Run 1, routed metal per tile:
Scale bar: 20 µm. 15 x 15 tiles, from black (low) to pale yellow (high), scaled to the fullest tile. Values are wire area over tile area, all layers added.
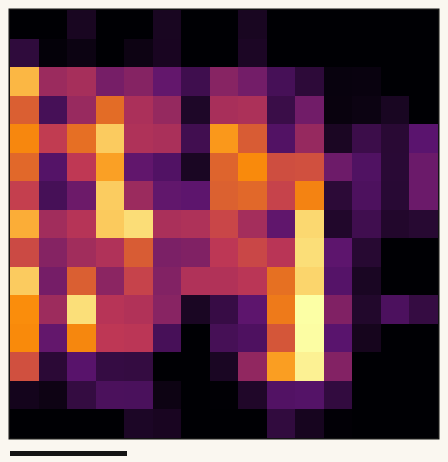
Run 1, signal wires by layer:
Scale bar: 20 µm. Only two layers are drawn.
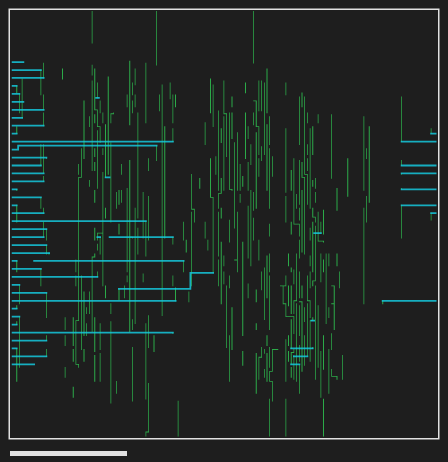
Run 1, placed cells, one colour a class:
Fill, decap, tap and diode cells in grey.
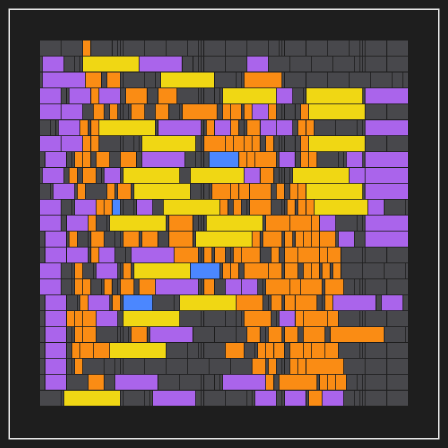
Run 1, where the registers sit:
Other sequential cells in the stronger grey, the rest of the logic in the fainter grey.
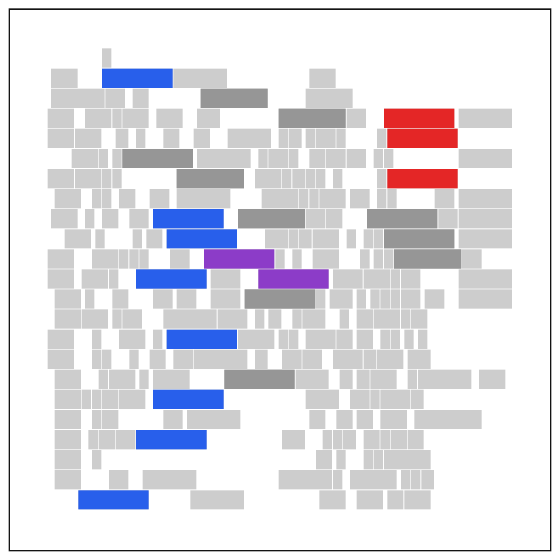
$ cat src/rtl/uart_tx_arbiter.sv
// -----------------------------------------------------------------------------
// uart_tx_arbiter
//
// Frame-granular round-robin arbiter in front of a single uart_tx byte
// transmitter. One requester owns the link for a whole frame: it feeds bytes
// over a valid/ack handshake and the link is only handed on after the byte
// flagged as last has been transmitted. Frames from different producers
// therefore never interleave on the serial line.
//
// Parameters
//   NUM_REQ         number of requesters, 2..4
//   TIMEOUT_CYCLES  idle cycles a granted owner may leave byte_valid low
//                   before the grant is revoked (>= 1, watchdog build only)
//
// Optional feature
//   ARB_TIMEOUT_EN  when defined, builds the stalled-owner watchdog; when not
//                   defined a stalled owner keeps the link and timeout_flag
//                   is tied low.
//
// Ports
//   clk_12MHz     in   system clock
//   rstn          in   asynchronous active-low reset
//   req           in   [NUM_REQ]    requester i wants to send one frame
//   byte_valid    in   [NUM_REQ]    requester i presents a byte
//   byte_last     in   [NUM_REQ]    presented byte ends the frame
//   byte_data     in   [8*NUM_REQ]  byte of requester i in [8i+7:8i]
//   byte_ack      out  [NUM_REQ]    one-cycle pulse: byte of i consumed
//   grant         out  [NUM_REQ]    one-hot link owner, 0 when idle
//   uart_start    out  one-cycle start pulse to uart_tx
//   uart_data     out  [8] byte to uart_tx, held until uart_ready returns
//   uart_ready    in   uart_tx is idle
//   busy          out  high in every state except IDLE
//   timeout_flag  out  one-cycle pulse when the watchdog revokes a grant
// -----------------------------------------------------------------------------
module uart_tx_arbiter #(
  parameter int NUM_REQ        = 3,
  parameter int TIMEOUT_CYCLES = 12000
) (
  input  logic                 clk_12MHz,
  input  logic                 rstn,
  input  logic [NUM_REQ-1:0]   req,
  input  logic [NUM_REQ-1:0]   byte_valid,
  input  logic [NUM_REQ-1:0]   byte_last,
  input  logic [8*NUM_REQ-1:0] byte_data,
  output logic [NUM_REQ-1:0]   byte_ack,
  output logic [NUM_REQ-1:0]   grant,
  output logic                 uart_start,
  output logic [7:0]           uart_data,
  input  logic                 uart_ready,
  output logic                 busy,
  output logic                 timeout_flag
);

  localparam int OWNER_W = (NUM_REQ > 1) ? $clog2(NUM_REQ) : 1;

  // Illegal parameter values elaborate a visibly named, empty scope so they
  // show up in the hierarchy of any netlist or simulation that uses them.
  if (NUM_REQ < 2 || NUM_REQ > 4) begin : g_illegal_num_req
  end
  if (TIMEOUT_CYCLES < 1) begin : g_illegal_timeout_cycles
  end

  typedef enum logic [2:0] {
    S_IDLE,
    S_WAIT_BYTE,
    S_WAIT_BUSY,
    S_WAIT_READY,
    S_RELEASE
  } state_e;

  state_e               state_q,      state_d;
  logic [OWNER_W-1:0]   owner_q,      owner_d;
  logic [OWNER_W-1:0]   last_owner_q, last_owner_d;
  logic [NUM_REQ-1:0]   grant_q,      grant_d;
  logic [NUM_REQ-1:0]   byte_ack_q,   byte_ack_d;
  logic                 uart_start_q, uart_start_d;
  logic [7:0]           uart_data_q,  uart_data_d;
  logic                 last_flag_q,  last_flag_d;

  // Signals of the current owner, selected by owner index.
  logic                 sel_valid;
  logic                 sel_last;
  logic [7:0]           sel_data;

  // Round-robin pick for the next grant.
  logic [2*NUM_REQ-1:0] req_rot_wide;
  logic [NUM_REQ-1:0]   req_rot;
  logic [OWNER_W-1:0]   pick_idx;
  logic                 pick_found;

`ifdef ARB_TIMEOUT_EN
  localparam int CNT_W = $clog2(TIMEOUT_CYCLES + 1);

  logic [CNT_W-1:0]     idle_cnt_q,   idle_cnt_d;
  logic                 timeout_q,    timeout_d;
`endif

  // ---------------------------------------------------------------------------
  // Owner-side input mux
  // ---------------------------------------------------------------------------
  always_comb begin
    sel_valid = 1'b0;
    sel_last  = 1'b0;
    sel_data  = 8'h00;
    for (int i = 0; i < NUM_REQ; i++) begin
      if (owner_q == OWNER_W'(i)) begin
        sel_valid = byte_valid[i];
        sel_last  = byte_last[i];
        sel_data  = byte_data[8*i +: 8];
      end
    end
  end

  // ---------------------------------------------------------------------------
  // Round-robin search starting at last_owner+1. The request vector is
  // doubled and shifted so bit 0 of req_rot is the first candidate; the
  // candidate index is then unrotated with a single conditional subtract.
  // ---------------------------------------------------------------------------
  always_comb begin
    int cand;
    req_rot_wide = {req, req} >> (int'(last_owner_q) + 1);
    req_rot      = req_rot_wide[NUM_REQ-1:0];
    pick_found   = 1'b0;
    pick_idx     = '0;
    cand         = 0;
    for (int k = 0; k < NUM_REQ; k++) begin
      if (!pick_found && req_rot[k]) begin
        pick_found = 1'b1;
        cand       = int'(last_owner_q) + 1 + k;
        if (cand >= NUM_REQ) begin
          cand = cand - NUM_REQ;
        end
        pick_idx   = OWNER_W'(cand);
      end
    end
  end

  // ---------------------------------------------------------------------------
  // Next-state and output logic
  // ---------------------------------------------------------------------------
  // NOTE: every signal driven here gets a default before the case statement;
  // a path that left one unassigned would infer a latch.
  always_comb begin
    state_d      = state_q;
    owner_d      = owner_q;
    last_owner_d = last_owner_q;
    grant_d      = grant_q;
    byte_ack_d   = '0;
    uart_start_d = 1'b0;
    uart_data_d  = uart_data_q;
    last_flag_d  = last_flag_q;
`ifdef ARB_TIMEOUT_EN
    idle_cnt_d   = '0;
    timeout_d    = 1'b0;
`endif

    unique case (state_q)
      S_IDLE: begin
        if (pick_found) begin
          owner_d = pick_idx;
          grant_d = {{(NUM_REQ-1){1'b0}}, 1'b1} << pick_idx;
          state_d = S_WAIT_BYTE;
        end
      end

      S_WAIT_BYTE: begin
`ifdef ARB_TIMEOUT_EN
        idle_cnt_d = idle_cnt_q;
`endif
        if (sel_valid && uart_ready) begin
          uart_data_d  = sel_data;
          last_flag_d  = sel_last;
          uart_start_d = 1'b1;
          byte_ack_d   = grant_q;
          state_d      = S_WAIT_BUSY;
`ifdef ARB_TIMEOUT_EN
          idle_cnt_d   = '0;
`endif
        end
`ifdef ARB_TIMEOUT_EN
        else if (!sel_valid) begin
          // Counter holds while a byte waits on uart_ready; it only advances
          // while the owner has nothing to offer.
          if (idle_cnt_q == CNT_W'(TIMEOUT_CYCLES - 1)) begin
            grant_d    = '0;
            timeout_d  = 1'b1;
            state_d    = S_RELEASE;
            idle_cnt_d = '0;
          end else begin
            idle_cnt_d = idle_cnt_q + CNT_W'(1);
          end
        end
`endif
      end

      // uart_tx needs one cycle to drop ready after the start pulse, so
      // ready is not looked at here.
      S_WAIT_BUSY: begin
        state_d = S_WAIT_READY;
      end

      S_WAIT_READY: begin
        if (uart_ready) begin
          if (last_flag_q) begin
            // Dropping grant on the way into RELEASE gives the two-cycle
            // grant-low gap between frames (RELEASE plus IDLE).
            grant_d = '0;
            state_d = S_RELEASE;
          end else begin
            state_d = S_WAIT_BYTE;
          end
        end
      end

      S_RELEASE: begin
        grant_d      = '0;
        last_owner_d = owner_q;
        state_d      = S_IDLE;
      end

      default: begin
        grant_d = '0;
        state_d = S_IDLE;
      end
    endcase
  end

  // ---------------------------------------------------------------------------
  // State registers
  // ---------------------------------------------------------------------------
  // NOTE: sequential state uses non-blocking assignments so every flop samples
  // the pre-edge values regardless of block ordering.
  always_ff @(posedge clk_12MHz or negedge rstn) begin
    if (!rstn) begin
      state_q      <= S_IDLE;
      owner_q      <= '0;
      last_owner_q <= OWNER_W'(NUM_REQ - 1);
      grant_q      <= '0;
      byte_ack_q   <= '0;
      uart_start_q <= 1'b0;
      uart_data_q  <= 8'h00;
      last_flag_q  <= 1'b0;
    end else begin
      state_q      <= state_d;
      owner_q      <= owner_d;
      last_owner_q <= last_owner_d;
      grant_q      <= grant_d;
      byte_ack_q   <= byte_ack_d;
      uart_start_q <= uart_start_d;
      uart_data_q  <= uart_data_d;
      last_flag_q  <= last_flag_d;
    end
  end

`ifdef ARB_TIMEOUT_EN
  always_ff @(posedge clk_12MHz or negedge rstn) begin
    if (!rstn) begin
      idle_cnt_q <= '0;
      timeout_q  <= 1'b0;
    end else begin
      idle_cnt_q <= idle_cnt_d;
      timeout_q  <= timeout_d;
    end
  end

  assign timeout_flag = timeout_q;
`else
  assign timeout_flag = 1'b0;
`endif

  // ---------------------------------------------------------------------------
  // Outputs
  // ---------------------------------------------------------------------------
  assign grant      = grant_q;
  assign byte_ack   = byte_ack_q;
  assign uart_start = uart_start_q;
  assign uart_data  = uart_data_q;
  assign busy       = (state_q != S_IDLE);

endmodule

$ cat config.mk
export PLATFORM = sky130hd
export DESIGN_NAME = uart_tx_arbiter
export DESIGN_NICKNAME = d
export VERILOG_FILES = /design/src/rtl/uart_tx_arbiter.sv
export SDC_FILE = /design/constraint.sdc
export NUM_CORES = 1
export LEC_CHECK = 0
export ABC_AREA = 1
export CAP_MARGIN = 20
export CORE_MARGIN = 5
export CORE_UTILIZATION = 35
export DETAILED_ROUTE_END_ITERATION = 10
export GPL_ROUTABILITY_DRIVEN = 1
export MAX_ROUTING_LAYER = met4
export PLACE_DENSITY = 0.69
export SETUP_SLACK_MARGIN = 0.3
export SLEW_MARGIN = 10
export SYNTH_ARGS = -nofsm -noshare
export SYNTH_HDL_FRONTEND = slang
export SYNTH_SLANG_ARGS = --single-unit
$ cat constraint.sdc
create_clock -name clk_12MHz -period 1.5 [get_ports clk_12MHz]
set_clock_uncertainty 0.15 [all_clocks]
set_input_delay 0.3 -clock clk_12MHz [delete_from_list [all_inputs] [get_ports clk_12MHz]]
set_output_delay 0.3 -clock clk_12MHz [all_outputs]
set_load 0.1 [all_outputs]
==> out/highlights.md, run 1 <==
Run status
* **outcome** finished, violations left
* **violations in the final reports** negative setup slack

Yosys
* **dominant cells by area after synthesis** sky130_fd_sc_hd__dfrtp_1, sky130_fd_sc_hd__nand2_1, sky130_fd_sc_hd__nand3_1
* **floorplan net count** 223
* **Avg Synthesized Cell Area** 7.59 µm²
* **most frequent cells after synthesis** sky130_fd_sc_hd__nand2_1, sky130_fd_sc_hd__dfrtp_1, sky130_fd_sc_hd__inv_1, sky130_fd_sc_hd__nand3_1
* **synthesis-stage register bit count** 23

Critical path
* **slack of the worst reg-to-reg path** -150 ps
* **total buffers and inverters traversed by the critical path** 3
* **startpoint class of the critical path** flop

Pwr
* **sequential-cell power consumption** 0.00120 W
* **maximum ir drop on the vdd rail** 1.14 mV
* **Int Pwr** 0.00274 W

Final layout
* **final standard cell count with taps included and fillers excluded** 306
* **layout cell share with drive strength beyond 1** 41.8%

Global route
* **number of antenna violations at the first check in global routing** 0
* **total congestion overflow after global routing** 0

CTS
* **Skew-Pair Late Insertion Delay** 260 ps
* **CTS H-tree depth** 1

Job
* **number of maximum-capacitance violations** 0

Drt
* **Initial DRT Pass Iterations** 4
* **number of routed nets with antenna violations** 0

Timing
* **setup violation total in the final timing report** 17
* **slack of the critical path** -218 ps
* **Final min period** 1720 ps

Floorplan
* **chip height** 73.2 µm

Min path
* **path category of the worst min-delay check** primary input to asynchronous set/reset pin

About 'routed metal per tile':
fullest tile: 0.40
densest ninth of the die: west
tiles over half the peak: 21%
nearly empty tiles: 24%
emptiest ninth of the die: north-east
mean over tiles: 0.11
post-detailed-routing wire length: 3560 µm
final routed wire length divided by cell count: 11.6 µm
gr usage total: 15.0%

About 'signal wires by layer':
| colour | layer | wire length |
|---|---|---|
| cyan | M3 | 365 µm |
| green | M2 | 1660 µm |
total via count after detailed routing: 1441

About 'placed cells, one colour a class':
| colour | class | cells |
|---|---|---|
| purple | remaining buffers and delay cells | 71 |
| orange | remaining logic cells | 158 |
| blue | clock drivers and dummy loads | 4 |
| yellow | registers | 23 |
placeable core region: 3940 µm²
std cell rows: 23
share of cell area taken by flip-flops and latches: 24.0%

About 'where the registers sit':
| colour | name in the netlist | sequential cells |
|---|---|---|
| blue | uart_data | 8 |
| purple | owner_q | 2 |
| red | byte_ack | 3 |
not coloured: 10
flip-flop and latch area: 598 µm²
end-of-flow core utilization: 63.2%

-- run 1: per-stage QoR --
| step | utilization, % | TNS, ps |
|---|---|---|
| 5_1_grt | 63.2 | -2810 |
| 4_1_cts | 62.3 | -1110 |
| 3_5_place_dp | 58.0 | -3850 |
| 3_3_place_gp | 58.0 | -3620 |
| 6_report | 63.2 | -1120 |
| 2_1_floorplan | - | -674 |
-- run 1: flip-flops by register name (all words and copies together) (netlist names) --
register,cells
grant,3
last_owner_q,2
state_q,3
byte_ack,3
owner_q,2
uart_data,8
last_flag_q,1
uart_start,1
-- run 1: placed cells by master, fill, tap and decap left out, types with 2 or more instances in the layout --
| cell type | Yosys | final |
|---|---|---|
| sky130_fd_sc_hd__buf_12 | 1 | 18 |
| sky130_fd_sc_hd__buf_4 | 2 | 18 |
| sky130_fd_sc_hd__clkbuf_8 | 0 | 3 |
| sky130_fd_sc_hd__clkdlybuf4s50_1 | 0 | 35 |
| sky130_fd_sc_hd__dfrtp_1 | 22 | 5 |
| sky130_fd_sc_hd__dfrtp_2 | 0 | 17 |
| sky130_fd_sc_hd__ha_1 | 3 | 2 |
| sky130_fd_sc_hd__inv_1 | 15 | 12 |
| sky130_fd_sc_hd__inv_2 | 6 | 6 |
| sky130_fd_sc_hd__nand2_1 | 66 | 56 |
| sky130_fd_sc_hd__nand2_2 | 5 | 13 |
| sky130_fd_sc_hd__nand2_4 | 0 | 2 |
| sky130_fd_sc_hd__nand3_1 | 15 | 7 |
| sky130_fd_sc_hd__nand3_2 | 2 | 8 |
| sky130_fd_sc_hd__nand3_4 | 1 | 3 |
| sky130_fd_sc_hd__nand4_1 | 9 | 9 |
| sky130_fd_sc_hd__nor2_1 | 9 | 7 |
| sky130_fd_sc_hd__nor2_4 | 2 | 5 |
| sky130_fd_sc_hd__nor3_2 | 1 | 2 |
| sky130_fd_sc_hd__o21a_1 | 8 | 8 |
| sky130_fd_sc_hd__o21ai_1 | 4 | 2 |
| sky130_fd_sc_hd__o21ai_2 | 1 | 4 |
-- run 1: logic make-up after synthesis --
logic type      count (synthesis)  share of synthesized area, %
buf+inv                        25                          8.78
xor+xnor                        1                         0.627
flops                          23                          41.3
other cells                     1                         0.269
simple gates                  115                          38.9
compound gates                 16                          7.44
fa+ha+maj                       3                          2.69
-- run 1: how the worst max path moves through the flow --
stage                     from        to  slack (ps)  cells after the start
floorplan           state_q[0]  grant[0]        -210                      7
global placement        req[1]  grant[1]        -310                     11
detailed placement      req[1]  grant[1]        -350                     11
CTS                 state_q[1]      busy        -230                      5
global route        state_q[1]      busy        -280                      5
finish              state_q[1]      busy        -220                      5
-- run 1: per-layer routing --
layer	GRT usage [%]	share of wire, %
met1	16.5	40
met4	5.74	3.5
met2	24.3	46
met5	-	0
met3	5.92	10
-- run 1: area by class of cell --
type / count / area share, %
repair buffers: 71 / 33.9
inverters: 22 / 4.26
clock buffers: 4 / 1.81
well taps: 50 / 2.51
flip-flops and latches: 23 / 24.0
multi-input cells: 136 / 33.5
-- run 1: timing repair --
item	in CTS	in global routing
endpoints found under the setup margin	37	39
pin swaps	12	7
setup buffers	8	0
gates resized	11	12
==> run 1 -> run 2 <==
--- a/config.mk
+++ b/config.mk
@@ -7,6 +7,7 @@
 export LEC_CHECK = 0
 export ABC_AREA = 1
 export CAP_MARGIN = 20
+export CORE_ASPECT_RATIO = 1.4
 export CORE_MARGIN = 5
 export CORE_UTILIZATION = 35
 export DETAILED_ROUTE_END_ITERATION = 10
Run 2, placed cells, one colour a class:
Fill, decap, tap and diode cells in grey.
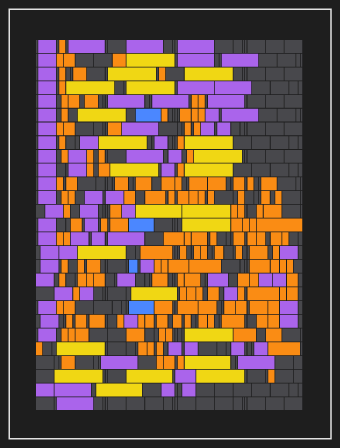
final std cell area, no fill: 2520 µm²
end-of-flow core utilization: 65.0%
share of cell area taken by flip-flops and latches: 23.7%

==> run 2 against run 1 <==
Net effect: the flow still finishes with violations (negative setup slack); clock power up 4%; global-route usage down 0.82 points; die size up 0.34%; cell count down 0.65%; count of clock-buffer cells in the layout down 1; register-to-register slack worse by 30 ps; worst setup slack worse by 70 ps; critical endpoint unchanged; largest power group unchanged.
==> out/highlights.md, run 2 <==
Run status
* **outcome** finished, violations left
* **violations in the final reports** negative setup slack

Place
* **placer congestion estimate** 0.875

Timing
* **number of max-slew violations in the final report** 0
* **slack of the critical path** -288 ps
* **Final min period** 1790 ps
* **RSZ-0062 raised after global routing** yes
* **setup violation total in the final timing report** 19

Yosys
* **dominant cells by area after synthesis** sky130_fd_sc_hd__dfrtp_1, sky130_fd_sc_hd__nand2_1, sky130_fd_sc_hd__nand3_1
* **synthesis-stage register bit count** 23
* **part of the Yosys area used for sequential elements** 41.3%
* **share of flip-flops with an asynchronous set or reset after synthesis** 100%
* **floorplan net count** 223
* **Most common reg cell** sky130_fd_sc_hd__dfrtp_1
* **Avg Synthesized Cell Area** 7.59 µm²
* **most frequent cells after synthesis** sky130_fd_sc_hd__nand2_1, sky130_fd_sc_hd__dfrtp_1, sky130_fd_sc_hd__inv_1, sky130_fd_sc_hd__nand3_1

Floorplan
* **std cell rows** 27
* **placeable core region** 3880 µm²
* **starting density of the core** 35.9%
* **horizontal die dimension** 63.4 µm
* **area of the chip** 5370 µm²
* **chip height** 84.7 µm

CTS
* **CTS H-tree depth** 1
* **Worst-path clk slew** 80 ps
* **root cell of the clock tree** sky130_fd_sc_hd__clkbuf_8
* **Skew-Pair Late Insertion Delay** 270 ps

Global route
* **gr usage total** 14.2%
* **number of antenna violations at the first check in global routing** 0
* **highest-utilization routing layer at the global route stage** met2
* **routing usage on met3** 3.75%
* **total congestion overflow after global routing** 0
* **met2 layer usage reported by global route** 26.8%
* **GR met1 Demand/Resource** 13.3%

Pwr
* **maximum ir drop on the vdd rail** 1.48 mV

Job
* **number of maximum-capacitance violations** 0

Drt
* **Via density** 4.85
* **Initial DRT Pass Iterations** 4
* **number of routed nets with antenna violations** 0
* **post-detailed-routing wire length** 3800 µm
* **total via count after detailed routing** 1474
* **final routed wire length divided by cell count** 12.5 µm

Final layout
* **most common logic cells in the final layout** sky130_fd_sc_hd__nand2_1, sky130_fd_sc_hd__clkdlybuf4s50_1, sky130_fd_sc_hd__buf_4, sky130_fd_sc_hd__buf_12, sky130_fd_sc_hd__dfrtp_2
* **flip-flop count of the largest register after layout** 8
* **most common cell after layout, fill and taps aside** sky130_fd_sc_hd__nand2_1
* **layout cell share with drive strength beyond 1** 44.1%

Critical path
* **cell breakdown of the critical path** nor2_2 > inv_2 > nor2_4 > clkinvlp_4 > buf_12
* **highest-delay cell along the critical path** sky130_fd_sc_hd__dfrtp_1
* **startpoint class of the critical path** flop
* **total buffers and inverters traversed by the critical path** 3

Min path
* **path category of the worst min-delay check** primary input to asynchronous set/reset pin

## run 2: path summary, 6_finish.rpt
path	startpoint	slack (ps)	cells past startpoint	to
setup / recovery	state_q[0]	-290	5	busy
hold / removal	rstn	220	2	last_flag_q
setup reg to reg	last_owner_q[1]	-180	8	grant[1]
hold reg to reg	uart_data[0]	390	1	uart_data[0]
max in group asynchronous	rstn	760	2	last_owner_q[1]
min in group clk_12MHz	uart_data[0]	390	1	uart_data[0]
## run 2: what timing repair did
item | 4_1_cts | 5_1_grt
resized | 9 | 18
endpoints found under the setup margin | 37 | 39
hold endpoints to repair | 0 | 0
buffers inserted | 6 | 5
pin swaps | 4 | 12
## run 2: cell type report
cell class / instances / area (µm²) / area share (%)
well taps: 43 / 53.8 / 2.13
flip-flops and latches: 23 / 598 / 23.7
inverters: 22 / 98.8 / 3.91
repair buffers: 76 / 891 / 35.3
clock buffers: 3 / 41.3 / 1.64
clock inverters: 1 / 5.00 / 0.198
multi-input cells: 136 / 837 / 33.2
## run 2: per-stage QoR
| stage | setup TNS (ps) | std cells | power (W) |
|---|---|---|---|
| 2_1_floorplan | -674 | 184 | 0.00375 |
| 3_3_place_gp | -3510 | 289 | 0.00506 |
| 3_5_place_dp | -3640 | 289 | 0.00510 |
| 4_1_cts | -2660 | 299 | 0.00568 |
| 5_1_grt | -4770 | 304 | 0.00635 |
| 6_report | -2400 | 304 | 0.00596 |
## run 2: logic make-up after synthesis
| group | count (synthesis) | share of synthesized area, % |
|---|---|---|
| buf+inv | 25 | 8.78 |
| compound gates | 16 | 7.44 |
| fa+ha+maj | 3 | 2.69 |
| other cells | 1 | 0.269 |
| flops | 23 | 41.3 |
| xor+xnor | 1 | 0.627 |
| simple gates | 115 | 38.9 |
## run 2: worst register-to-register path, delay by kind of cell, from the launching register on
kind | cells | cell delay, ps
flip-flops | 1 | 600
AND/OR/NAND/NOR | 4 | 300
adder cells (fa/ha/maj) | 1 | 280
buffers and inverters | 2 | 140
XOR/XNOR | 1 | 130
## run 2: power breakdown
| part | switching (W) | internal, W |
|---|---|---|
| Clock | 0.000206 | 0.000186 |
| Sequential | 0.000291 | 0.000904 |
| Combinational | 0.00264 | 0.00174 |
| Total | 0.00313 | 0.00283 |
## run 2: layer usage
metal  share of wire (%)  vias to the layer above
met3                 7.4                        5
li1                    -                      741
met1                  35                      681
met4                 1.4                        0
met5                   0                        -
met2                  56                       47
Run 2, signal wires by layer:
Scale bar: 20 µm. Only two layers are drawn.
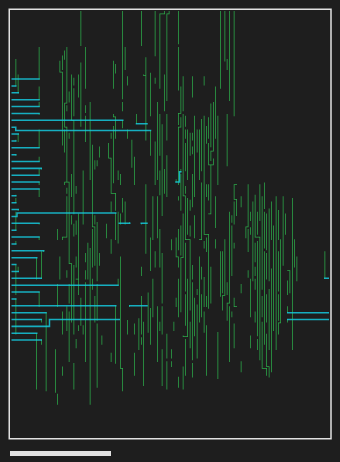

==> run 2 -> run 3 <==
--- a/config.mk
+++ b/config.mk
@@ -13,8 +13,7 @@
 export DETAILED_ROUTE_END_ITERATION = 10
 export GPL_ROUTABILITY_DRIVEN = 1
 export MAX_ROUTING_LAYER = met4
-export PLACE_DENSITY = 0.69
-export SETUP_SLACK_MARGIN = 0.3
+export PLACE_DENSITY_LB_ADDON = 0.12
 export SLEW_MARGIN = 10
 export SYNTH_ARGS = -nofsm -noshare
 export SYNTH_HDL_FRONTEND = slang
Run 3, signal wires by layer:
Scale bar: 20 µm. Only two layers are drawn.
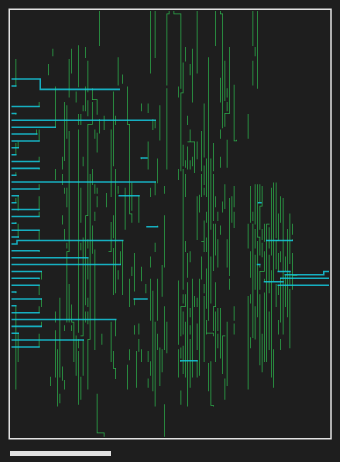
| colour | layer | wire length |
|---|---|---|
| green | M2 | 2080 µm |
| cyan | M3 | 336 µm |
final routed wire length divided by cell count: 12.3 µm
total via count after detailed routing: 1500
gr usage total: 16.0%

==> run 3 against run 2 <==
Net effect: the run still ends with negative setup slack left; fmax rose by 2.2%; global-route usage rose by 1.9 points; utilization rose by 2.2 points; cell count rose by 1.6%; non-clock buffer count rose by 3; count of clock-buffer cells in the layout did not move; sequential share of layout area fell by 1.5 points; worst hold slack improved by 1.8 ps; largest power group unchanged; highest routed layer unchanged.
==> out/highlights.md, run 3 <==
CTS
* **root cell of the clock tree** sky130_fd_sc_hd__clkbuf_8

Timing
* **slack of the critical path** -250 ps
* **setup violation total in the final timing report** 19
* **Final min period** 1750 ps

Run status
* **violations in the final reports** negative setup slack
* **outcome** finished, violations left

Floorplan
* **horizontal die dimension** 63.4 µm
* **area of the chip** 5370 µm²
* **starting density of the core** 35.9%
* **chip height** 84.7 µm

Yosys
* **part of the Yosys area used for sequential elements** 41.3%
* **share of flip-flops with an asynchronous set or reset after synthesis** 100%

Critical path
* **FF-to-FF path depth** 8
* **Setup crit start** state_q[0]

Pwr
* **net switching power figure** 0.00327 W
* **Overall Power** 0.00624 W
* **maximum ir drop on the vdd rail** 1.50 mV

Final layout
* **most common logic cells in the final layout** sky130_fd_sc_hd__nand2_1, sky130_fd_sc_hd__clkdlybuf4s50_1, sky130_fd_sc_hd__dfrtp_1, sky130_fd_sc_hd__buf_4, sky130_fd_sc_hd__buf_12
* **flip-flop count of the largest register after layout** 8
* **final std cell area, no fill** 2610 µm²

Global route
* **total congestion overflow after global routing** 0

run 3: cell counts after synthesis:
Identical to the previous run, type by type.
run 3: layer usage:
layer | up-vias | share of wire, %
met4 | 0 | 1.6
met1 | 684 | 35
met2 | 54 | 55
met5 | - | 0
met3 | 7 | 8.8
li1 | 755 | -
run 3: path summary, 6_finish.rpt:
kind | endpoint | slack (ps)
hold reg to reg | uart_data[6] | 410
setup / recovery | busy | -250
hold / removal | uart_data[0] | 220
max in group asynchronous | last_owner_q[1] | 750
setup reg to reg | grant[0] | -230
min in group clk_12MHz | uart_data[6] | 410
run 3: power groups by stage:
stage	clock network [W]	logic [W]	registers, W
after floorplan	0	0.00158	0.00207
after CTS	0.000407	0.00433	0.00117
final	0.000385	0.00467	0.00118
after global placement	0	0.00387	0.00117
after global routing	0.000444	0.00503	0.00122
after detailed placement	0	0.00388	0.00118
run 3: final cells by class:
type                            count  area [µm²]  share of cell area [%]
Clock inverter                      1        5.00                   0.192
Timing Repair inverter              2        17.5                   0.671
Sequential cell                    23         581                    22.2
Timing Repair Buffer               79         923                    35.4
Inverter                           22         111                    4.26
Multi-Input combinational cell    136         878                    33.6
Clock buffer                        3        41.3                    1.58
Tap cell                           43        53.8                    2.06
run 3: repair_timing:
item | in CTS | in global routing
pin swaps | 17 | 7
buffers inserted | 8 | 4
setup endpoints to repair | 18 | 22
cloned | 2 | 0
resized | 30 | 25
run 3: metrics by stage:
step	hold WS (ps)	std cells	worst slack, ps
global route	233	309	-347
detailed placement	392	292	-366
floorplan	-146	184	-210
CTS	227	306	-315
global placement	386	292	-370
finish	224	309	-250
run 3: cell families (layout without fill, tap and decap cells):
family,count (synthesis),count (layout),synth area share [%]
AND/OR/NAND/NOR,115,115,38.9
buffers and inverters,25,107,8.78
flip-flops,23,23,41.3
AND-OR/OR-AND,16,16,7.44
adder cells (fa/ha/maj),3,3,2.69
other,1,1,0.269
XOR/XNOR,1,1,0.627
No activity file was given, so power comes from the tool's default toggle rates.
